Design step_run_controller, sky130hd; sources not shown.
**Routed clock nets over the placement**

(6 px per µm)
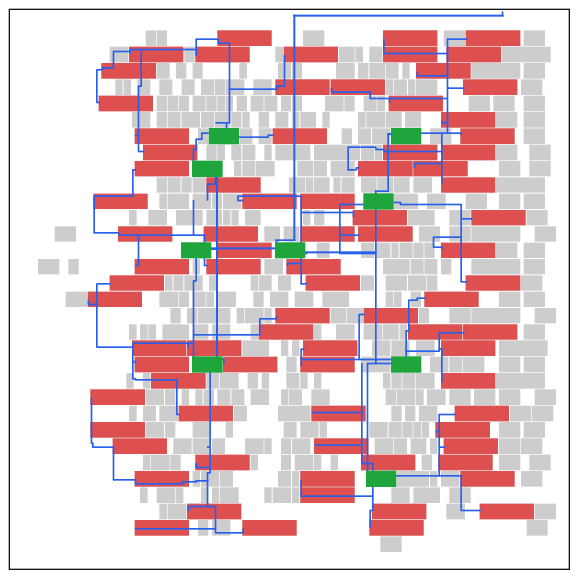
legend:
  blue:
    item: clock wires
    length: 942 µm
  green:
    item: clock-net drivers
    count: 9
  red:
    item: flip-flops
    count: 82
routed clock nets: 10
Clk power: 0.000516 W
clock share of power: 31.2%

**PDN straps and rails**

(4 px per µm) Pins as bars on the die edge.
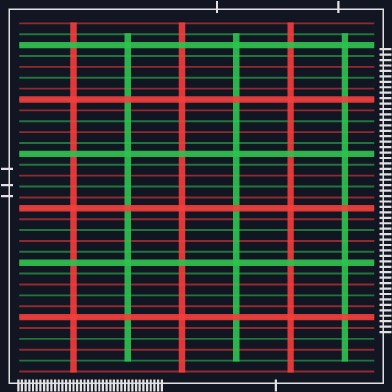
legend:
  red:
    net: VSS
  green:
    net: VDD
met5 straps: 6
signal pins: 99
Chip Width: 93.10 µm
core area: 7727 µm²
Die H: 93.10 µm

==> results.sh <==
# implementation run metrics
export IMPL_status="finished, final reports clean"
export IMPL_finalSetupViolCount=0
export IMPL_dominant_cells="registers"
export IMPL_antenna_found_initial=0
export IMPL_syn_inst=370
export IMPL_cts_made_buffers=9
export IMPL_clock_latency_late_pin_ns=0.35
export IMPL_numSynthFlops=82
export IMPL_yosys_area_share_aoi_pct=5.296
export IMPL_nonClkBufAreaFrac_pct=12.49
export IMPL_leakagePower_nw=1.965
export IMPL_n_all_inverters=7
export IMPL_worst_path_buf_inv=1
export IMPL_warning_count=66
export IMPL_netlist_area_um2=3969
export IMPL_dp_cells=521
export IMPL_post_drt_wl_per_cell_um=15.35
export IMPL_mux_share_pct=5.359
export IMPL_root_buffer="clkbuf_8"
export IMPL_hold_depth=0
export IMPL_route_met3_wl_um=536
export IMPL_power_switching_w=0.0004775
export IMPL_ys_warn_count=0
export IMPL_final_util_pct=62.47
export IMPL_clock_area_share_pct=3.862
export IMPL_final_nets=504
export IMPL_drt_initial_drc_count=166
export IMPL_holdWs_ns=0.3554
export IMPL_powerComb_w=0.000256
export IMPL_cp_slowest_stage_delay_ns=0.68
export IMPL_place_congestion=0.8873
export IMPL_vias_per_cell=5.765
export IMPL_lay_top_cells="82 x dfrtp_1, 58 x clkdlybuf4s50_1, 42 x nor2_1, 29 x nand3_1, 29 x xor2_1"
export IMPL_p_seq_w=0.000878
export IMPL_synth_largest_area_cell="dfrtp_1"
export IMPL_rrSetupSlack_ns=2.07
export IMPL_start_kind="register"
export IMPL_diodes=0
export IMPL_synth_seq_share_pct=51.70
export IMPL_fin_setup_tns_ns=0
export IMPL_tap_cells=102
export IMPL_use_met3_pct=3.948
export IMPL_syn_nets=444
export IMPL_crit_fanout=9
export IMPL_ys_area_um2=3969
Power is estimated from default activity; no workload was simulated.
